`config.mk`:
```
export PLATFORM = sky130hd
export DESIGN_NAME = timer_multi_flat
export DESIGN_NICKNAME = d
export VERILOG_FILES = /design/src/rtl/timer_multi_if.sv /design/src/rtl/timer_multi.sv /design/src/flat_wrapper.sv
export SDC_FILE = /design/constraint.sdc
export NUM_CORES = 1
export LEC_CHECK = 0
export CAP_MARGIN = 15
export CORE_UTILIZATION = 50
export DETAILED_ROUTE_END_ITERATION = 8
export PLACE_DENSITY = 0.77
export SLEW_MARGIN = 20
export SYNTH_ARGS = -nofsm -noshare
export SYNTH_HDL_FRONTEND = slang
export SYNTH_SLANG_ARGS = --single-unit
```
`constraint.sdc`:
```
create_clock -name clk -period 8.3 [get_ports clk]
set_input_delay 1.66 -clock clk [delete_from_list [all_inputs] [get_ports clk]]
set_output_delay 1.66 -clock clk [all_outputs]
set_load 0.02 [all_outputs]
```
`src/rtl/timer_multi_if.sv`:
```
// Wishbone peripheral bus bundle shared by the timer and its bus master.
//   wb_cyc/wb_stb : cycle and strobe from master
//   wb_we         : write enable
//   wb_sel[3:0]   : byte lane enables for writes
//   wb_adr        : byte address
//   wb_dat_ms     : write data (master to slave)
//   wb_dat_sm     : read data (slave to master)
//   wb_ack/wb_err : single-cycle response from slave
interface wb_bus_t;
    logic        wb_cyc;
    logic        wb_stb;
    logic        wb_we;
    logic [3:0]  wb_sel;
    logic [31:0] wb_adr;
    logic [31:0] wb_dat_ms;
    logic [31:0] wb_dat_sm;
    logic        wb_ack;
    logic        wb_err;

    modport slave (
        input  wb_cyc, wb_stb, wb_we, wb_sel, wb_adr, wb_dat_ms,
        output wb_dat_sm, wb_ack, wb_err
    );

    modport master (
        output wb_cyc, wb_stb, wb_we, wb_sel, wb_adr, wb_dat_ms,
        input  wb_dat_sm, wb_ack, wb_err
    );
endinterface

```
`src/rtl/timer_multi.sv`:
```
// Multi-channel prescaled compare timer, wishbone slave.
//   clk     : system clock
//   rstn_i  : asynchronous active-low reset
//   irq_o   : per-channel level interrupt, |(STATUS & MASK) over the channel's two bits
//   wb_bus  : wishbone slave, combinational single-cycle ack/err
// Map per channel c at c*0x10: CNT, CMP, CFG, reserved; then STATUS (W1C) and MASK.
module timer_multi #(
    parameter int unsigned N_CH   = 4,
    parameter int unsigned CNT_W  = 32,
    parameter int unsigned PRSC_W = 8
) (
    input  logic            clk,
    input  logic            rstn_i,
    output logic [N_CH-1:0] irq_o,
    wb_bus_t.slave          wb_bus
);

    localparam int unsigned SW         = 2 * N_CH;
    localparam logic [31:0] STATUS_ADR = 32'(N_CH * 16);
    localparam logic [31:0] MASK_ADR   = 32'(N_CH * 16 + 4);
    localparam logic [31:0] END_ADR    = 32'(N_CH * 16 + 8);

    logic [CNT_W-1:0]  cnt_q  [N_CH];
    logic [CNT_W-1:0]  cmp_q  [N_CH];
    logic [PRSC_W-1:0] prsc_q [N_CH];
    logic [PRSC_W-1:0] pc_q   [N_CH];
    logic [N_CH-1:0]   en_q;
    logic [N_CH-1:0]   mode_q;
    logic [SW-1:0]     status_q;
    logic [SW-1:0]     mask_q;

    // Address decode and bus response
    logic        acc, adr_ok, wr, rd_en, is_ch;
    logic [3:0]  ch_idx;
    logic [1:0]  off;
    logic [31:0] bmask;
    logic [31:0] wdat;

    assign acc    = wb_bus.wb_cyc && wb_bus.wb_stb;
    assign adr_ok = (wb_bus.wb_adr[1:0] == 2'b00) && (wb_bus.wb_adr < END_ADR);
    assign is_ch  = wb_bus.wb_adr < STATUS_ADR;
    assign ch_idx = wb_bus.wb_adr[7:4];
    assign off    = wb_bus.wb_adr[3:2];
    assign wr     = acc && adr_ok && wb_bus.wb_we;
    assign rd_en  = acc && adr_ok && !wb_bus.wb_we;
    assign wdat   = wb_bus.wb_dat_ms;

    assign wb_bus.wb_ack = acc && adr_ok;
    assign wb_bus.wb_err = acc && !adr_ok;

    // Byte-lane mask from wb_sel
    always_comb begin
        bmask = '0;
        for (int b = 0; b < 4; b++) begin
            bmask[8*b +: 8] = {8{wb_bus.wb_sel[b]}};
        end
    end

    // Per-channel write strobes, merged write data, prescaler tick and events
    logic [N_CH-1:0]   wr_cnt, wr_cmp, wr_cfg, tick, hit_m, hit_o;
    logic [N_CH-1:0]   cfg_en, cfg_mode;
    logic [PRSC_W-1:0] cfg_prsc [N_CH];
    logic [CNT_W-1:0]  cnt_w    [N_CH];
    logic [CNT_W-1:0]  cmp_w    [N_CH];
    logic [SW-1:0]     set_ev;

    always_comb begin
        wr_cnt   = '0;
        wr_cmp   = '0;
        wr_cfg   = '0;
        tick     = '0;
        hit_m    = '0;
        hit_o    = '0;
        cfg_en   = '0;
        cfg_mode = '0;
        set_ev   = '0;
        for (int c = 0; c < N_CH; c++) begin
            cfg_prsc[c] = '0;
            cnt_w[c]    = '0;
            cmp_w[c]    = '0;
        end
        for (int c = 0; c < N_CH; c++) begin
            wr_cnt[c]   = wr && is_ch && (ch_idx == 4'(c)) && (off == 2'd0);
            wr_cmp[c]   = wr && is_ch && (ch_idx == 4'(c)) && (off == 2'd1);
            wr_cfg[c]   = wr && is_ch && (ch_idx == 4'(c)) && (off == 2'd2);
            cnt_w[c]    = CNT_W'((32'(cnt_q[c]) & ~bmask) | (wdat & bmask));
            cmp_w[c]    = CNT_W'((32'(cmp_q[c]) & ~bmask) | (wdat & bmask));
            cfg_en[c]   = bmask[0] ? wdat[0] : en_q[c];
            cfg_mode[c] = bmask[1] ? wdat[1] : mode_q[c];
            cfg_prsc[c] = (prsc_q[c] & ~bmask[PRSC_W+7:8]) | (wdat[PRSC_W+7:8] & bmask[PRSC_W+7:8]);
            tick[c]     = en_q[c] && (pc_q[c] == prsc_q[c]);
            hit_m[c]    = tick[c] && (cnt_q[c] == cmp_q[c]);
            hit_o[c]    = tick[c] && (cnt_q[c] != cmp_q[c]) && (cnt_q[c] == {CNT_W{1'b1}});
            set_ev[2*c]   = hit_m[c];
            set_ev[2*c+1] = hit_o[c];
        end
    end

    // Channel state: counter, compare, config, prescaler
    always_ff @(posedge clk or negedge rstn_i) begin
        if (!rstn_i) begin
            for (int c = 0; c < N_CH; c++) begin
                cnt_q[c]  <= '0;
                cmp_q[c]  <= '0;
                prsc_q[c] <= '0;
                pc_q[c]   <= '0;
            end
            en_q   <= '0;
            mode_q <= '0;
        end else begin
            for (int c = 0; c < N_CH; c++) begin
                if (wr_cnt[c])                   cnt_q[c] <= cnt_w[c];
                else if (hit_m[c] || hit_o[c])   cnt_q[c] <= '0;
                else if (tick[c])                cnt_q[c] <= cnt_q[c] + CNT_W'(1);

                if (wr_cmp[c]) cmp_q[c] <= cmp_w[c];

                // Software config write overrides the one-shot auto-disable
                if (wr_cfg[c]) begin
                    en_q[c]   <= cfg_en[c];
                    mode_q[c] <= cfg_mode[c];
                    prsc_q[c] <= cfg_prsc[c];
                end else if (hit_m[c] && mode_q[c]) begin
                    en_q[c] <= 1'b0;
                end

                // Restart the divider on CNT write, enable edge or disable
                if (wr_cnt[c] || !en_q[c] || (wr_cfg[c] && !cfg_en[c])) pc_q[c] <= '0;
                else if (tick[c])                                       pc_q[c] <= '0;
                else                                                    pc_q[c] <= pc_q[c] + PRSC_W'(1);
            end
        end
    end

    // STATUS is W1C with hardware set taking priority; MASK is plain R/W
    always_ff @(posedge clk or negedge rstn_i) begin
        if (!rstn_i) begin
            status_q <= '0;
            mask_q   <= '0;
        end else begin
            if (wr && (wb_bus.wb_adr == STATUS_ADR))
                status_q <= (status_q & ~SW'(wdat & bmask)) | set_ev;
            else
                status_q <= status_q | set_ev;
            if (wr && (wb_bus.wb_adr == MASK_ADR))
                mask_q <= SW'((32'(mask_q) & ~bmask) | (wdat & bmask));
        end
    end

    always_comb begin
        irq_o = '0;
        for (int c = 0; c < N_CH; c++) begin
            irq_o[c] = |(status_q[2*c +: 2] & mask_q[2*c +: 2]);
        end
    end

    // Read mux, zero unless a valid read
    logic [31:0] rdata;
    always_comb begin
        rdata = '0;
        if (rd_en) begin
            if (is_ch) begin
                for (int c = 0; c < N_CH; c++) begin
                    if (ch_idx == 4'(c)) begin
                        case (off)
                            2'd0:    rdata = 32'(cnt_q[c]);
                            2'd1:    rdata = 32'(cmp_q[c]);
                            2'd2:    rdata = 32'({prsc_q[c], 6'b0, mode_q[c], en_q[c]});
                            default: rdata = '0;
                        endcase
                    end
                end
            end else if (wb_bus.wb_adr == STATUS_ADR) begin
                rdata = 32'(status_q);
            end else if (wb_bus.wb_adr == MASK_ADR) begin
                rdata = 32'(mask_q);
            end
        end
    end
    assign wb_bus.wb_dat_sm = rdata;

endmodule

```
`src/flat_wrapper.sv`:
```
// flat-port wrapper written by rule: the top's interface ports become plain ports
module timer_multi_flat 
#(
    parameter int unsigned N_CH   = 4,
    parameter int unsigned CNT_W  = 32,
    parameter int unsigned PRSC_W = 8
)
  (clk, rstn_i, irq_o, wb_bus_wb_cyc, wb_bus_wb_stb, wb_bus_wb_we, wb_bus_wb_sel, wb_bus_wb_adr, wb_bus_wb_dat_ms, wb_bus_wb_dat_sm, wb_bus_wb_ack, wb_bus_wb_err);
  wb_bus_t wb_bus_i ();
  input  logic clk;
  input  logic rstn_i;
  output logic [N_CH-1:0] irq_o;
  input wire logic [$bits(wb_bus_i.wb_cyc)-1:0] wb_bus_wb_cyc;
  input wire logic [$bits(wb_bus_i.wb_stb)-1:0] wb_bus_wb_stb;
  input wire logic [$bits(wb_bus_i.wb_we)-1:0] wb_bus_wb_we;
  input wire logic [$bits(wb_bus_i.wb_sel)-1:0] wb_bus_wb_sel;
  input wire logic [$bits(wb_bus_i.wb_adr)-1:0] wb_bus_wb_adr;
  input wire logic [$bits(wb_bus_i.wb_dat_ms)-1:0] wb_bus_wb_dat_ms;
  output wire logic [$bits(wb_bus_i.wb_dat_sm)-1:0] wb_bus_wb_dat_sm;
  output wire logic [$bits(wb_bus_i.wb_ack)-1:0] wb_bus_wb_ack;
  output wire logic [$bits(wb_bus_i.wb_err)-1:0] wb_bus_wb_err;
  assign wb_bus_i.wb_cyc = wb_bus_wb_cyc;
  assign wb_bus_i.wb_stb = wb_bus_wb_stb;
  assign wb_bus_i.wb_we = wb_bus_wb_we;
  assign wb_bus_i.wb_sel = wb_bus_wb_sel;
  assign wb_bus_i.wb_adr = wb_bus_wb_adr;
  assign wb_bus_i.wb_dat_ms = wb_bus_wb_dat_ms;
  assign wb_bus_wb_dat_sm = wb_bus_i.wb_dat_sm;
  assign wb_bus_wb_ack = wb_bus_i.wb_ack;
  assign wb_bus_wb_err = wb_bus_i.wb_err;
  timer_multi #(.N_CH(N_CH), .CNT_W(CNT_W), .PRSC_W(PRSC_W)) u_core (.clk(clk), .rstn_i(rstn_i), .irq_o(irq_o), .wb_bus(wb_bus_i));
endmodule
```
layer_met3.png
Scale bar: 50 um.
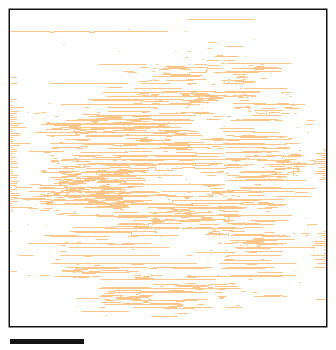
longest straight run = 125 um
main direction = horizontal
nets with wire on the layer = 554

clocks.png
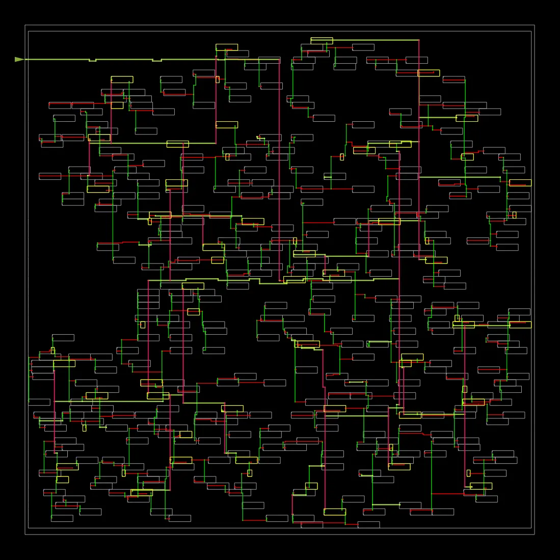
clock insertion delay at the later pin of the skew report: 570 ps
clock sink count: 344
Post-Route Skew: 18.8 ps
Num CTS Buffers: 40

==> results_tabular.tex <==
% Table of physical implementation metrics
\begin{tabular}{lr}
\hline
Metric & Value \\
\hline
\multicolumn{2}{l}{\textbf{Final layout}} \\
\quad Clock network area share & 4.76\% \\
\quad Number of filler cells placed in the layout & 3,910 \\
\quad Non-clock buffer contribution to total cell area & 5.73\% \\
\quad Count of nets after finishing & 2,548 \\
\quad Logic gate fraction of the total cell area & around half \\
\quad Proportion of layout cells with a drive suffix above 1 & 14.1\% \\
\quad Biggest cell category by area in the final layout & logic gates \\
\quad Flip-flops & between 300 and 400 \\
\quad Buffer count excluding the clock tree in the final layout & about 150 \\
\quad Commonest cells after routing, fill and taps aside & dfrtp\_1 (344), nand2\_1 (200), nor2\_1 (179) \\
\quad Final cell utilization of the core & 57.0\% \\
\quad Area Growth Syn to Fin & 11.8\% \\
\quad Sequential share of cell area & 34.0\% \\
\quad Combined area of the multi-input logic cells & 13,100 um2 \\
\quad Clock tree buffer count of the final layout & approximately 62 \\
\quad FF+latch area & 8610 um2 \\
\multicolumn{2}{l}{\textbf{Power and ir drop}} \\
\quad Power Total & approximately 3.6 mW \\
\quad Ratio of total power to cell area & 142 nW/um2 \\
\quad Internal Power & 2.72 mW \\
\quad Proportion of power drawn by combinational gates & 6.5\% \\
\quad Static power due to leakage & 10.8 nW \\
\quad Relative contribution of the clock network to total power & 47.0\% \\
\quad IR drop worst, VDD & 0.158 mV \\
\multicolumn{2}{l}{\textbf{Drt}} \\
\quad Top layer used by detailed routing & met4 \\
\quad Vias per cell & about 6.9 \\
\quad Met1 Routed Length & between 30 and 40 mm \\
\quad Met3 wire length & around 12 mm \\
\quad DR DRC count & 0 \\
\quad Post-detailed-route wirelength per cell & 28.9 um \\
\multicolumn{2}{l}{\textbf{Die}} \\
\quad Number of tap instances & 592 \\
\quad Ports placed on the boundary & $\sim$110 \\
\quad Init Core Util & $\sim$50\% \\
\quad Die extent in x & 215 um \\
\multicolumn{2}{l}{\textbf{Clocking}} \\
\quad Clock edge transition at the registers on the reported setup and hold paths & 60 ps \\
\quad Root Buffer & clkbuf\_16 \\
\quad TritonCTS clock tree & done \\
\quad Number of buffers between clock root and the deepest sink & 3 \\
\quad H-Tree Depth & 2 \\
\multicolumn{2}{l}{\textbf{Timing}} \\
\quad Setup TNS & 0 ps \\
\quad Max Clk Rate & 137 MHz \\
\quad Slew HR & 19.6\% \\
\quad Number of hold violations in the final report & 0 \\
\quad Final number of setup-violating endpoints & 0 \\
\quad Final Max Tran Viols & 0 \\
\multicolumn{2}{l}{\textbf{Logic synthesis}} \\
\quad Dominant combinational family & simple AND/OR/NAND/NOR gates \\
\quad Most common reg cell & dfrtp\_1 \\
\quad Main area contributors & dfrtp\_1 (38\%), mux2\_2 (8.7\%), mux2i\_1 (5.6\%) \\
\quad Count of yosys warnings during synthesis & 0 \\
\quad Area of the synthesized netlist per yosys stat & roughly 23,000 um2 \\
\quad Number of register bits inferred by synthesis & 344 \\
\quad Area share of the leading cell type in the synthesized netlist & between 30\% and 40\% \\
\quad Proportion of synthesized area in mux cells & 15.4\% \\
\quad Net count after synthesis & 2,532 \\
\quad Asr flop ratio synth & 100\% \\
\quad Cells after Synth & 2,451 \\
\quad Post-synthesis sequential area ratio & around two fifths \\
\multicolumn{2}{l}{\textbf{Min path}} \\
\quad Cell count of the worst hold path & 1 \\
\quad Startpoint of the tightest hold check path & u\_core.mode\_q[2] \\
\quad Worst min-delay path endpoint & u\_core.en\_q[2] \\
\multicolumn{2}{l}{\textbf{Outcome}} \\
\quad Outcome & finished clean \\
\multicolumn{2}{l}{\textbf{GRT}} \\
\quad Total global routing track utilization & 38.0\% \\
\quad Vias in the first global route & 19,900 \\
\quad Met3 global-route usage & 11.0\% \\
\quad Number of antenna violations at the first check in global routing & 2 \\
\quad Pin count of the biggest net entering global routing & about 170 \\
\quad Wire length of the first global-routing pass & 131 mm \\
\multicolumn{2}{l}{\textbf{Critical path}} \\
\quad Worst setup slack for register-to-register paths & 4510 ps \\
\quad Crit Path Class & in -> out \\
\quad Kind of end point of the critical path & output port \\
\quad Most frequent cell on the critical path & clkdlybuf4s50\_1 \\
\quad Slowest cell on crit path & or3\_1 \\
\quad Highest net fanout along the worst path & 17 \\
\quad Required time at the worst-slack endpoint & 6640 ps \\
\quad Depth of the most critical reg-to-reg path & 8 \\
\quad Delay of the slowest critical-path stage & 670 ps \\
\multicolumn{2}{l}{\textbf{Place}} \\
\quad Count of placed standard cells including taps & 3,016 \\
\quad IO buf count & 110 \\
\quad Placement Setup Slack & 1060 ps \\
\quad Placement Cell Area & 24,100 um2 \\
\multicolumn{2}{l}{\textbf{Job}} \\
\quad Count of max-cap constraint violations & 0 \\
\hline
\end{tabular}
layer_met1.png
Scale bar: 50 um.
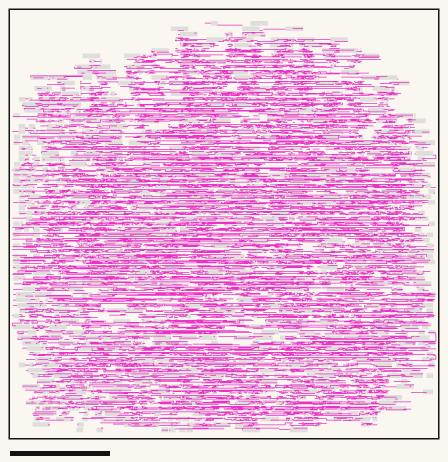
nets with wire on the layer = 2,346
longest straight run = 73.1 um
wire length on this layer = 35.0 mm
met1 demand-to-capacity share in global routing: 52.4%
routed wire length: 89.0 mm
vias after detailed routing: 21,300

layer_met2.png
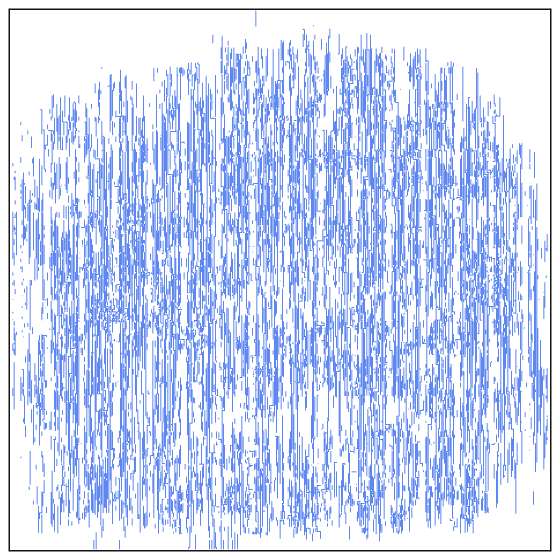
main direction = vertical
longest straight run = 93.5 um
Global Route met2 Usage: 53.4%

[worst max path at each step]
stage	start	end	slack (ps)	cells past startpoint
after global placement	wb_bus_wb_adr[25]	wb_bus_wb_dat_sm[14]	1200	9
after detailed placement	wb_bus_wb_adr[25]	wb_bus_wb_dat_sm[11]	1060	9
after global routing	wb_bus_wb_adr[18]	wb_bus_wb_dat_sm[11]	740	9
after CTS	wb_bus_wb_adr[25]	wb_bus_wb_dat_sm[11]	1050	9
final	wb_bus_wb_adr[18]	wb_bus_wb_dat_sm[11]	980	9
after floorplan	wb_bus_wb_adr[5]	wb_bus_wb_dat_sm[11]	2560	10
[power by group through the flow]
| stage | sequential [mW] | clock, mW | combinational (mW) |
|---|---|---|---|
| floorplan | 1.71 | 0 | 0.0790 |
| global placement | 1.71 | 0 | 0.226 |
| detailed placement | 1.71 | 0 | 0.226 |
| CTS | 1.68 | 1.71 | 0.226 |
| global route | 1.68 | 1.76 | 0.240 |
| finish | 1.68 | 1.69 | 0.233 |
[synthesized netlist by cell type, types with 7 or more instances]
library cell and n:
dfrtp_1 344, o211ai_1 30, a211oi_1 18, buf_1 9, nor3_1 47, a32oi_1 8, a22oi_1 13, nand2_1 200
a21o_1 21, buf_4 8, and2_1 19, inv_1 51, a31oi_1 16, ha_1 8, or3_1 34, nor2_1 179
or2_2 7, and3_1 34, nand3_2 8, nand4_1 69, a221oi_1 12, o41ai_1 7, nor4_1 45, o21ai_0 106
o32ai_1 17, buf_2 36, or4_1 19, a21oi_1 94, clkbuf_1 116, xnor2_1 100, and4_1 7, mux2_2 174
nand3_1 146, o22ai_1 69, xor2_1 84, nand2b_1 14, a22o_1 25, o32a_1 16, mux2i_1 127
Power and IR drop assume default switching activity.
